--- src/rtl/apb_mailbox_pkg.sv ---
// Shared register map, STATUS layout and address decode for the APB mailbox.
package apb_mailbox_pkg;

  localparam logic [31:0] OFF_DATA   = 32'h0000_0000;
  localparam logic [31:0] OFF_STATUS = 32'h0000_0004;
  localparam logic [31:0] OFF_CTRL   = 32'h0000_0008;

  localparam int ST_ERR_BIT    = 31;
  localparam int ST_RXCNT_LSB  = 16;
  localparam int ST_TXCNT_LSB  = 8;
  localparam int ST_REMPTY_BIT = 1;
  localparam int ST_WFULL_BIT  = 0;

  localparam logic [31:0] TIMEOUT_DATA = 32'hDEAD_BEEF;

  typedef enum logic [1:0] {
    REG_NONE,
    REG_DATA,
    REG_STATUS,
    REG_CTRL
  } reg_sel_e;

  function automatic reg_sel_e decode_addr(input logic [31:0] addr, input logic [31:0] base);
    reg_sel_e sel;
    sel = REG_NONE;
    if (addr == base + OFF_DATA) begin
      sel = REG_DATA;
    end else if (addr == base + OFF_STATUS) begin
      sel = REG_STATUS;
    end else if (addr == base + OFF_CTRL) begin
      sel = REG_CTRL;
    end
    return sel;
  endfunction

endpackage

--- src/rtl/mb_sync_fifo.sv ---
// Single-clock FIFO with registered count; full/empty never bypass a same-cycle pop/push.
module mb_sync_fifo #(
  parameter int WIDTH = 32,
  parameter int DEPTH = 8
) (
  input  logic                   clk,
  input  logic                   rst,
  input  logic                   push,
  input  logic                   pop,
  input  logic [WIDTH-1:0]       din,
  output logic [WIDTH-1:0]       head,
  output logic                   full,
  output logic                   empty,
  output logic [$clog2(DEPTH):0] count
);

  localparam int AW = $clog2(DEPTH);
  localparam logic [AW:0] DEPTH_C = (AW+1)'(DEPTH);

  logic [WIDTH-1:0] mem_q [DEPTH];
  logic [AW-1:0]    wr_ptr_q, wr_ptr_d;
  logic [AW-1:0]    rd_ptr_q, rd_ptr_d;
  logic [AW:0]      count_q, count_d;
  logic             do_push, do_pop;

  always_comb begin
    do_push  = push && (count_q != DEPTH_C);
    do_pop   = pop && (count_q != '0);
    // DEPTH is a power of two, so pointers wrap by natural overflow.
    wr_ptr_d = wr_ptr_q + AW'(do_push);
    rd_ptr_d = rd_ptr_q + AW'(do_pop);
    count_d  = count_q + (AW+1)'(do_push) - (AW+1)'(do_pop);
  end

  always_ff @(posedge clk or posedge rst) begin
    if (rst) begin
      wr_ptr_q <= '0;
      rd_ptr_q <= '0;
      count_q  <= '0;
    end else begin
      wr_ptr_q <= wr_ptr_d;
      rd_ptr_q <= rd_ptr_d;
      count_q  <= count_d;
    end
  end

  always_ff @(posedge clk) begin
    if (do_push) begin
      mem_q[wr_ptr_q] <= din;
    end
  end

  assign head  = mem_q[rd_ptr_q];
  assign full  = (count_q == DEPTH_C);
  assign empty = (count_q == '0);
  assign count = count_q;

endmodule

--- src/rtl/apb_mailbox_slave.sv ---
// APB completer bridging a 3-register window onto a TX stream FIFO and an RX stream FIFO,
// stalling DATA accesses on full/empty for at most TIMEOUT cycles.
module apb_mailbox_slave
  import apb_mailbox_pkg::*;
#(
  parameter logic [31:0] BASE_ADDR = 32'h0000_0000,
  parameter int          TX_DEPTH  = 8,
  parameter int          RX_DEPTH  = 8,
  parameter int          TIMEOUT   = 16
) (
  input  logic        Pclk,
  input  logic        Preset,
  input  logic        Psel,
  input  logic        Penable,
  input  logic        Pwrite,
  input  logic [31:0] Paddr,
  input  logic [31:0] Pdata,
  output logic        Pready,
  output logic [31:0] rdata_temp,
  output logic        wfull,
  output logic        rempty,
  output logic [31:0] tx_data,
  output logic        tx_valid,
  input  logic        tx_ready,
  input  logic [31:0] rx_data,
  input  logic        rx_valid,
  output logic        rx_ready
);

  localparam int TXCW = $clog2(TX_DEPTH) + 1;
  localparam int RXCW = $clog2(RX_DEPTH) + 1;
  localparam int WW   = $clog2(TIMEOUT + 1);
  localparam logic [WW-1:0] TIMEOUT_C = WW'(TIMEOUT);

  reg_sel_e         sel;
  logic             access, blocked, gave_up, done;
  logic [WW-1:0]    wait_q, wait_d;
  logic             err_q, err_d;
  logic             tx_push, rx_pop;
  logic             tx_full, tx_empty, rx_full, rx_empty;
  logic [TXCW-1:0]  tx_count;
  logic [RXCW-1:0]  rx_count;
  logic [31:0]      rx_head;
  logic [31:0]      status_word;

  // Access qualification, stall and timeout decision.
  always_comb begin
    sel     = decode_addr(Paddr, BASE_ADDR);
    access  = Psel && Penable && !Preset;
    blocked = access && (sel == REG_DATA) && (Pwrite ? tx_full : rx_empty);
    gave_up = blocked && (wait_q == TIMEOUT_C);
    done    = access && (!blocked || gave_up);
    tx_push = done && (sel == REG_DATA) && Pwrite && !gave_up;
    rx_pop  = done && (sel == REG_DATA) && !Pwrite && !gave_up;

    wait_d = wait_q;
    if (!Psel || done) begin
      wait_d = '0;
    end else if (blocked) begin
      wait_d = wait_q + WW'(1);
    end

    err_d = err_q;
    if (gave_up) begin
      err_d = 1'b1;
    end else if (done && (sel == REG_CTRL) && Pwrite && Pdata[0]) begin
      err_d = 1'b0;
    end
  end

  always_comb begin
    status_word                          = '0;
    status_word[ST_ERR_BIT]              = err_q;
    status_word[ST_RXCNT_LSB +: 8]       = 8'(rx_count);
    status_word[ST_TXCNT_LSB +: 8]       = 8'(tx_count);
    status_word[ST_REMPTY_BIT]           = rx_empty;
    status_word[ST_WFULL_BIT]            = tx_full;

    rdata_temp = '0;
    if (done && !Pwrite) begin
      case (sel)
        REG_DATA:   rdata_temp = gave_up ? TIMEOUT_DATA : rx_head;
        REG_STATUS: rdata_temp = status_word;
        default:    rdata_temp = '0;
      endcase
    end
  end

  always_ff @(posedge Pclk or posedge Preset) begin
    if (Preset) begin
      wait_q <= '0;
      err_q  <= 1'b0;
    end else begin
      wait_q <= wait_d;
      err_q  <= err_d;
    end
  end

  mb_sync_fifo #(.WIDTH(32), .DEPTH(TX_DEPTH)) u_tx_fifo (
    .clk   (Pclk),
    .rst   (Preset),
    .push  (tx_push),
    .pop   (tx_ready),
    .din   (Pdata),
    .head  (tx_data),
    .full  (tx_full),
    .empty (tx_empty),
    .count (tx_count)
  );

  mb_sync_fifo #(.WIDTH(32), .DEPTH(RX_DEPTH)) u_rx_fifo (
    .clk   (Pclk),
    .rst   (Preset),
    .push  (rx_valid),
    .pop   (rx_pop),
    .din   (rx_data),
    .head  (rx_head),
    .full  (rx_full),
    .empty (rx_empty),
    .count (rx_count)
  );

  assign Pready   = done;
  assign wfull    = tx_full;
  assign rempty   = rx_empty;
  assign tx_valid = !tx_empty;
  assign rx_ready = !rx_full;

endmodule

--- config.mk ---
export PLATFORM = sky130hd
export DESIGN_NAME = apb_mailbox_slave
export DESIGN_NICKNAME = d
export VERILOG_FILES = /design/src/rtl/apb_mailbox_pkg.sv /design/src/rtl/mb_sync_fifo.sv /design/src/rtl/apb_mailbox_slave.sv
export SDC_FILE = /design/constraint.sdc
export NUM_CORES = 1
export LEC_CHECK = 0
export ABC_CLOCK_PERIOD_IN_PS = 4000
export CORE_ASPECT_RATIO = 0.5
export CORE_UTILIZATION = 52
export CTS_BUF_LIST = sky130_fd_sc_hd__clkbuf_4 sky130_fd_sc_hd__clkbuf_8 sky130_fd_sc_hd__clkbuf_16
export DETAILED_ROUTE_END_ITERATION = 8
export PLACE_DENSITY = 0.85
export SETUP_SLACK_MARGIN = 0.4
export SKIP_LAST_GASP = 1
export SLEW_MARGIN = 5
export SYNTH_ARGS = -nofsm -noshare
export SYNTH_HDL_FRONTEND = slang
export SYNTH_HIERARCHICAL = 1
export SYNTH_SLANG_ARGS = --single-unit
--- constraint.sdc ---
create_clock -name Pclk -period 4 [get_ports Pclk]
set_input_delay 0.8 -clock Pclk [delete_from_list [all_inputs] [get_ports Pclk]]
set_output_delay 0.8 -clock Pclk [all_outputs]
set_load 0.01 [all_outputs]
Figure 1. Placed cells, one color a class (run 1).
(1 px per um)
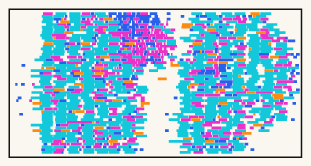
Key: other buffers and delay cells = blue [cells 270, share of their area 11%]; clock drivers and dummy loads = orange [cells 83, share of their area 5.7%]; all other logic = magenta [cells 403, share of their area 21%]; flip-flops = cyan [cells 538, share of their area 62%]
share of cell area taken by flip-flops and latches: 60.4%
Core Area: 40800 um^2
post-route cell area: 26600 um^2
floorplan row count: 52

Figure 2. Wiring by layer (run 1).
(1 px per um)
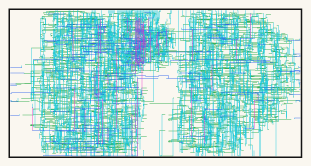
Key: met2 = cyan [wire length 25.3 mm]; met4 = magenta [wire length 1360 um]; met1 = green [wire length 18100 um]; met3 = blue [wire length 3090 um]
global router's overall resource usage: 22.5%
DR vias: 11300

==> flow_results.org, run 1 <==
#+TITLE: Physical design notes

** Synthesis
- Post-synthesis sequential area ratio :: 73.9%
- Ranking of synthesized cells by area :: sky130_fd_sc_hd__edfxtp_1 71%, sky130_fd_sc_hd__mux4_2 9.1%, sky130_fd_sc_hd__mux4_1 4.8%, sky130_fd_sc_hd__dfrtp_1 3.0%, sky130_fd_sc_hd__mux2_2 2.6%
- Yosys reg bits :: 538
- For reference, the mux area share after synthesis is 17.6%.
- Most frequent cells after synthesis :: 512 x sky130_fd_sc_hd__edfxtp_1, 88 x sky130_fd_sc_hd__mux4_2, 51 x sky130_fd_sc_hd__mux2_2
- Area leader share :: 70.9%
- Per the synthesis report, the AND-OR/OR-AND share of the synthesized area is 1.68%.
- In the synthesized netlist the dominant register cell turns out to be sky130_fd_sc_hd__edfxtp_1.
- Synthesized netlist cell count :: 991
- Biggest area consumer among synthesized cells :: sky130_fd_sc_hd__edfxtp_1
- After synthesis the cells add up to 21700 um^2.
- The synthesis report lists the Yosys warning total as 6.

** Finish
- Total number of sequential cells :: 538
- Clock buf count :: 60
- Most instantiated logic cells after routing :: 512 x sky130_fd_sc_hd__edfxtp_1, 134 x sky130_fd_sc_hd__clkdlybuf4s50_1, 88 x sky130_fd_sc_hd__mux4_2
- In the final design database the tool counted 1386 nets.
- For this run, the script counts the antenna cells in the layout as 1.
- Register area :: 16000 um^2
- Final-layout fill cell count :: 2440
- In the final layout, multi-input gates take up 20.5% of the cell area.

** Clock network
- Worst-path clk slew :: 0.07 ns
- The root buffer cell chosen for the clock tree is sky130_fd_sc_hd__clkbuf_16.
- The clock H-tree reported by CTS has 2 levels.
- CTS Buf Count :: 46

** Critical path
- Across all register-to-register paths, the minimum setup slack is 0.38 ns.
- The critical path in this run is classified as register to primary output.
- Total buffers and inverters traversed by the critical path :: 6
- STA classifies the critical path startpoint as a register.
- Walking the critical path from launch to capture passes 12 cell instances.
- Worst path cell trace :: inv_2 > ha_1 > or3b_4 > inv_2 > mux2i_1 > buf_4 > nor3_4 > and4_4 > buf_12 > buf_16 > o21a_1 > buf_2

** Global routing
- Initial antenna violation count :: 1
- Number of global-route vias before repair :: 11700
- The total overflow left after global routing is 0.

** Placement
- Routability Congestion :: 0.871
- Buffers placed on the I/O ports in this run total 171.
- The placement stage leaves a total instance area of 24600 um^2.

** Power and ir drop
- Per report_power, the Clock row totals 4350 uW.
- In this run the power density over the cells is 549 nW/um^2.
- Power comes to 14600 uW.
- Net switching share of the total power :: 25.2%
- The largest share of the power goes to sequential cells.
- Switching Power :: 3680 uW
- Clock share of power :: 29.8%
- In this run, power in flip-flops and latches comes to 6970 uW.
- In this run, the combinational gates consume 22.4% of the power.

** Drt
- Detailed route wirelength on metal2 :: 25300 um
- In the final routing, the length of wire on met1 measures 18100 um.
- Iteration tally of the first detailed-router pass :: 5
- In the post-route report, total wirelength is listed as 47800 um.
- Using the TritonRoute via totals, the vias-per-cell ratio works out to 6.14.
- Remaining antenna violation count after routing :: 0
- Violation count after the first detailed-routing iteration :: 1149

** Final timing
- Max-slew headroom at the worst pin :: 49.7%
- In the finished design, the share of the clock period the worst path needs comes to 93.1%.
- Setup TNS :: 0 ns
- Between clock sinks in the finished design, the worst skew comes to 0.0146 ns.

** Outcome
- Result of the run :: finished clean

** Min path
- Type of the tightest min-delay check :: register to register
- WHS Path Cells :: 1

** Run
- Warnings raised by the tools during the run amount to 32.

** Die
- The floorplan step set the die height to 146 um.
- After floorplanning, the die was sized to cover 42600 um^2.
- Die boundary width :: 291 um
Figure 3. Placement density heat map (run 1).
(1.5 px per um) The die is cut into 29 by 15 equal tiles; black is low, pale yellow is high, 0 to 100% covered.
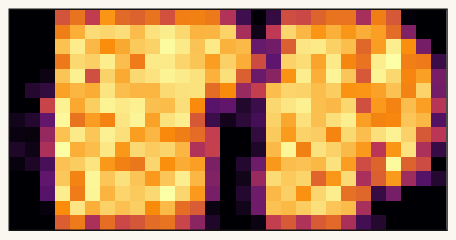
The densest ninth of the die: middle right. 50% of the tiles are over 75% full. 13% of the tiles are nearly empty. The mean over all tiles is 61%.
final core utilization: 65.1%
Initial Util: 53.2%

==> run 1 -> run 2 <==
--- a/config.mk
+++ b/config.mk
@@ -12,6 +12,7 @@
 export DETAILED_ROUTE_END_ITERATION = 8
 export PLACE_DENSITY = 0.85
 export SETUP_SLACK_MARGIN = 0.4
+export SKIP_CTS_REPAIR_TIMING = 1
 export SKIP_LAST_GASP = 1
 export SLEW_MARGIN = 5
 export SYNTH_ARGS = -nofsm -noshare
Figure 4. Pin placement (run 2).
(1.5 px per um) Pins as bars across the die edge, other pins in gray.
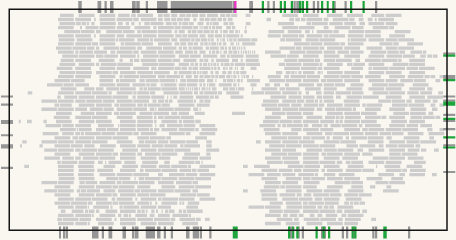
Key: `wfull` = magenta [pins 1, direction output, edge top]; `Pdata` = green [pins 32, direction input, edge 13 bottom, 12 top, 7 right]
vertical extent of the die: 146 um
port bufs: 171
die boundary width: 291 um

Figure 5. Wiring by layer (run 2).
(1 px per um)
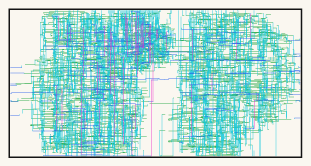
Key: met4 = magenta [wire length 1600 um]; met1 = green [wire length 18500 um]; met3 = blue [wire length 2860 um]; met2 = cyan [wire length 25.3 mm]
global router's overall resource usage: 21.5%
drt wl/cell: 26.3 um
DR vias: 11200
total wirelength of the detailed-routed design: 48300 um

==> run 2 against run 1 <==
Net effect: hold slack got worse by 0.011 ns; final cell count barely moved; register-to-register slack improved by 0.15 ns; non-clock buffer count shrank 3; combinational power grew 1%; clock skew shrank 0.0028 ns; maximum frequency decreased by 0.65%; global-route usage shrank 0.93 points; critical path type is now input port to primary output; largest cell class unchanged.
==> flow_results.org, run 2 <==
#+TITLE: Physical design notes

** Outcome
- The flow ran to the end, and the final reports show no timing, DRC or antenna violations.

** Drt
- Length of routed met3 wiring :: 2860 um
- Top layer reached by signal wires :: met4
- Violation count after the first detailed-routing iteration :: 1075
- Summed over all nets, wire length on met2 after detailed routing comes to 25300 um.
- Iteration tally of the first detailed-router pass :: 5
- Per the detail_route report, vias per standard cell equal 6.10.
- M1 WL :: 18500 um
- In this run the remaining antenna-violating nets after routing total 0.

** Synthesis
- Mux cell area share after synthesis :: 17.6%
- Ranking of synthesized cells by area :: sky130_fd_sc_hd__edfxtp_1 71%, sky130_fd_sc_hd__mux4_2 9.1%, sky130_fd_sc_hd__mux4_1 4.8%, sky130_fd_sc_hd__dfrtp_1 3.0%, sky130_fd_sc_hd__mux2_2 2.6%
- Most frequent cells after synthesis :: 512 x sky130_fd_sc_hd__edfxtp_1, 88 x sky130_fd_sc_hd__mux4_2, 51 x sky130_fd_sc_hd__mux2_2
- The synthesized design contains 512 enable-type register cells.
- In the synthesized netlist, the dominant kind of combinational cell is multiplexers.
- Post-synth top flop :: sky130_fd_sc_hd__edfxtp_1
- Yosys reg bits :: 538
- Synthesized netlist cell count :: 991
- Post-synthesis sequential area ratio :: 73.9%
- Summed over its instances, the top area cell type makes up 70.9% of the synthesized netlist area.
- The synthesized netlist devotes 2.78% of its cell area to simple gates.
- Looking at area per cell type in the netlist, the leader is sky130_fd_sc_hd__edfxtp_1.
- In this run, the synthesized area fraction spent on AND-OR/OR-AND gates is recorded as 1.68%.
- The synthesized netlist devotes 1.45% of its cell area to adder and majority cells.
- Mapped Nets :: 1118
- Netlist area before placement :: 21700 um^2
- After Yosys synthesis, XOR and XNOR cells account for 0.323% of the synthesized area.
- Yosys stat chip area :: 21700 um^2
- The synthesis log from Yosys contains 6 warnings.

** Critical path
- Arrival time of the worst setup path :: 2.95 ns
- Maximum fanout count along the critical path :: 4
- Startpoint class of the critical path :: input port
- The number of buffers and inverters on the critical path is 5.
- R2R Path End :: u_rx_fifo/count[2]
- Worst path cell trace :: clkdlybuf4s50_1 > nor4_4 > nand4_1 > buf_4 > o41ai_4 > buf_4 > buf_4 > a21oi_1 > clkbuf_2
- Crit Path Class :: input port to primary output
- Internal reg-to-reg setup slack :: 0.53 ns
- For this run, the slowest stage of the critical path takes 0.50 ns.
- Counting buffers and inverters, the worst setup path is 9 cells deep.
- For the worst reg-to-reg path, the startpoint reported by OpenROAD is u_tx_fifo/count[2].

** Placement
- In this run, placement finished with an instance count of 1715.
- The placement stage leaves a total instance area of 24600 um^2.
- Routability Congestion :: 0.871
- Pre-CTS setup slack :: -0.0442 ns

** Final timing
- Worst clock skew on the final layout :: 0.0118 ns
- RSZ-0062 raised after global routing :: yes
- Setup TNS :: 0 ns
- The worst path uses 93.7% of the clock period.
- Peak Freq :: 267 MHz
- Measured against its own limit, the worst slew margin works out to 51.3%.

** Finish
- Share of cell area taken by flip-flops and latches :: 60.3%
- In the finished layout, the clock tree contains a buffer count of 60.
- N_diodes :: 3
- Per the layout report, the design carries 267 non-clock buffers.
- Post-route cell area :: 26600 um^2
- Most instantiated logic cells after routing :: 512 x sky130_fd_sc_hd__edfxtp_1, 121 x sky130_fd_sc_hd__clkdlybuf4s50_1, 88 x sky130_fd_sc_hd__mux4_2
- Final-layout fill cell count :: 2416
- The registers reported with the highest flop counts are u_rx_fifo/mem_q x256, u_tx_fifo/mem_q x256, wait_q x5.
- Final core utilization :: 65.2%
- Register area :: 16000 um^2
- Total number of sequential cells :: 538
- Most frequent logic cell in the layout :: sky130_fd_sc_hd__edfxtp_1
- Clock tree buffers and inverters occupy 5.50% of the routed design's cell area.
- Multi-input gates account for 20.6% of the area.
- The finished design was reported to have a net count of 1383.

** Power and ir drop
- Summed over all sequential cells, the power is 6950 uW.
- Power consumption :: 14600 uW
- The analysis attributes to net switching a power of 3700 uW.
- Per report_power, the Clock row totals 4370 uW.
- The switching portion of total power comes to 25.3%.
- Combinational share of power :: 22.6%
- The script computed a power per unit cell area of 550 nW/um^2.
- The leakage component of the power was reported as 0.00905 uW.
- Top power group :: sequential cells
- Cell internal power was estimated by the tool at 10900 uW.
- The clock network is responsible for 29.9% of the overall power.

** Run
- Across the run, the number of max-cap violations was 0.
- The tool warning count for the run is 31.

** Clock network
- The H-tree was split into 2 levels.
- CTS Buf Count :: 46
- Worst-path clk slew :: 0.07 ns
- Maximum root-to-sink buffer count :: 3
- Per the skew report, the later register of the worst-skew pair sees a clock latency of 0.55 ns.
- In this run the clock root is driven by a sky130_fd_sc_hd__clkbuf_16.

** Min path
- WHS Path Cells :: 1
- The startpoint identified for the worst hold timing path is err_q.
- Note that the worst hold path type here is register to register.

** Global routing
- Entering global routing, the biggest net connects 52 pins.
- Global routing met3 resource utilization :: 3.85%
- Initial antenna violation count :: 3
- Number of global-route vias before repair :: 11500
- Global routing consumed, on the met2 layer, 37.6% of the routing resources.
- Global route total overflow :: 0

** Die
- Initial Util :: 53.2%
- Area of the die :: 42600 um^2
- The floorplan step defined a core boundary enclosing 40800 um^2.
- Floorplan row count :: 52
Power is estimated from default activity; no workload was simulated.
